==> config.mk <==
export PLATFORM = sky130hd
export DESIGN_NAME = mc_ctrl
export DESIGN_NICKNAME = d
export VERILOG_FILES = /design/src/rtl/mc_ctrl_pkg.sv /design/src/rtl/mc_ctrl_out_dec.sv /design/src/rtl/mc_ctrl.sv
export SDC_FILE = /design/constraint.sdc
export NUM_CORES = 1
export LEC_CHECK = 0
export CAP_MARGIN = 25
export CORE_ASPECT_RATIO = 0.8
export CORE_MARGIN = 2
export CORE_UTILIZATION = 38
export DETAILED_ROUTE_END_ITERATION = 12
export PLACE_DENSITY = 0.76
export SLEW_MARGIN = 30
export SYNTH_ARGS = -nofsm -noshare
export SYNTH_HDL_FRONTEND = slang
export SYNTH_SLANG_ARGS = --single-unit
==> constraint.sdc <==
create_clock -name clk -period 1.3 [get_ports clk]
set_clock_uncertainty 0.15 [all_clocks]
set_input_delay 0.13 -clock clk [delete_from_list [all_inputs] [get_ports clk]]
set_output_delay 0.13 -clock clk [all_outputs]
set_load 0.01 [all_outputs]
Congestion heat map:
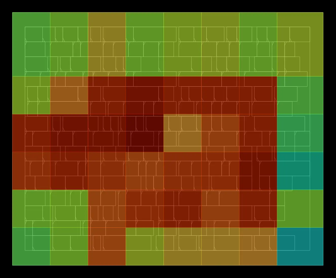
routing usage on met3: 6.180%
grt met1 use: 46.27%
wire per inst: 23.09 um
final core occ: 89.20%
gr usage total: 34.53%

Logic cells by family:
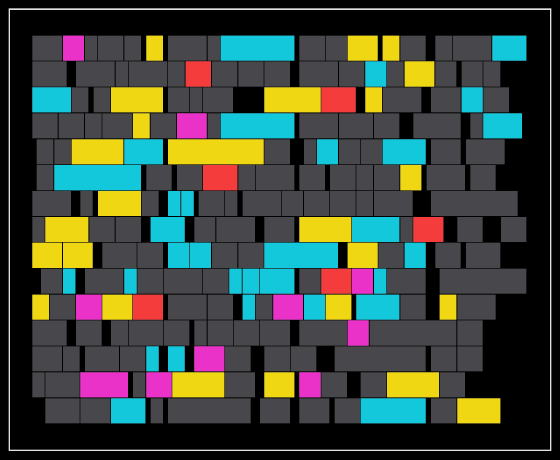
Magenta stands for AND and OR gates, cells 10. Cyan stands for NOR gates, cells 32. Red stands for AND-OR and OR-AND gates, cells 6. Yellow stands for inverting AOI/OAI gates, cells 25, where all over the die.
most numerous logic cell after layout: buf_4
Non-Filler Instances: 240

Nets reached from selected ports:
Scale bar: 20 um.
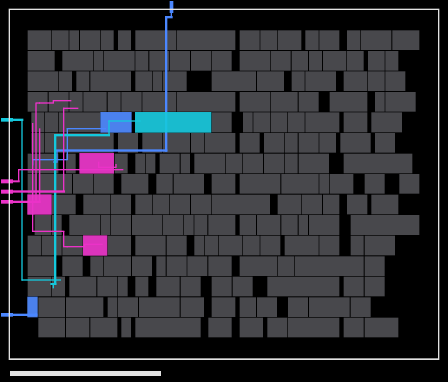
Magenta stands for alu_op, bits 3, direction output, end cells 3, buffers 3, wire 95.8 um. Blue stands for mem_to_reg, bits 2, direction output, end cells 2, buffers 1, wire 53.1 um. Cyan stands for instr_done, bits 1, direction output, end cells 1, buffers 1, wire 61.1 um.
Ports: 37
IO buf count: 34

The metal 3 layer:
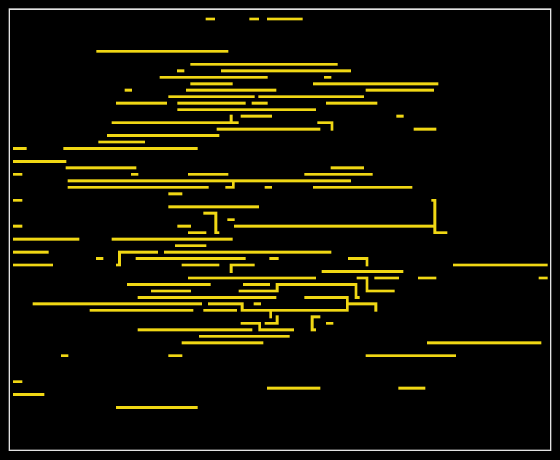
The layer carries 629 um of wire. The longest straight run is 29.4 um. 68 nets have wire on it. The layer holds 11% of the routed length.
routed vias: 1,582
routed wire length: 5542 um

==> qor.txt <==
min Tclk post-route - 1.992 ns
total internal power - 514.9 uW
clock share of power - 18.0%
die area - 2618 sq um
number of DRC markers in iteration 0 - 137
area of the core - 2121 sq um
# setup viols final - 23
Detail Route met3 WL - 628 um
Clk pin slew, worst setup/hold paths - 0.04 ns
WP data required - 1.02 ns
Sequential Power Share - 16.0%
fin. max-slew vios - 0
gr ovfl total - 0
Top cells excl fill/tap - 48 x buf_4, 16 x buf_2, 16 x buf_6, 9 x nand2_1, 9 x clkdlybuf4s50_1
RD Place Congestion - 0.9140
failing checks - negative setup slack
deepest clock path buffer count - 2
Post-synth seq share - 11.85%
Largest type area fraction - 11.85%
DR DRC count - 0
MaxCap Viol Count - 0
status - finished, violations left
layout cells sized above 1 - 62.33%
Leakage - 0.0008516 uW
TritonCTS Sinks - 4
Setup WS post-layout - -0.6919 ns
Fin. Hold Viols - 0
Clock Tree Root - clkbuf_4
fin crit share - 153.2%
synth warn - 0
Cell Area, Synth - 844.6 sq um
synth unique cells - 49
Tool Warnings - 29
Combinational Power Share - 66.0%
-- cells by family after synthesis --
group                     after synthesis  synth area share, %
and+or+nand+nor                        71                48.74
AOI/OAI and AO/OA                      31                28.15
buffers and inverters                  17                8.741
DFF                                     4                11.85
xor gates and xnor gates                2                2.074
other                                   1               0.4440
-- per-stage QoR --
step                hold WS [ns]  setup TNS [ns]  worst slack (ns)  utilization (%)  instances
global placement          0.3968          -17.42            -1.062            75.87        221
detailed placement        0.4014          -17.97            -1.084            75.87        221
global route              0.2004          -13.33           -0.7564            89.20        240
CTS                       0.1515          -11.02           -0.6083            85.07        239
floorplan                -0.3156          -1.300           -0.2102                -        127
finish                    0.1931          -12.55           -0.6919            89.20        240
-- per-layer routing --
| layer | vias up | GRT usage, % |
|---|---|---|
| met2 | 149 | 59.77 |
| li1 | 647 | - |
| met5 | - | 0 |
| met4 | 0 | 5.238 |
| met3 | 43 | 6.180 |
| met1 | 743 | 46.27 |
-- power by group through the flow --
| stage | combinational [uW] | clock, uW | sequential [uW] |
|---|---|---|---|
| after floorplan | 199 | 0 | 138 |
| after global placement | 412 | 0 | 139 |
| after detailed placement | 421 | 0 | 138 |
| after CTS | 489 | 161 | 139 |
| after global routing | 591 | 167 | 139 |
| final | 573 | 157 | 139 |
-- layout make-up --
| class | count | area [sq um] |
|---|---|---|
| Multi-Input combinational cell | 106 | 929.6 |
| Timing Repair Buffer | 97 | 785.8 |
| Tap cell | 25 | 31.28 |
| Inverter | 5 | 21.27 |
| Sequential cell | 4 | 101.3 |
| Clock buffer | 3 | 22.52 |
| Fill cell | 93 | 229.0 |
-- worst max-delay path, stage by stage (launching register included) --
cell     delay (ns)
dfrtp_1        0.40
nor4_2         0.32
nand4_1        0.23
buf_4          0.21
buf_6          0.11
o22ai_2        0.07
buf_2          0.15
Power is estimated from default activity; no workload was simulated.
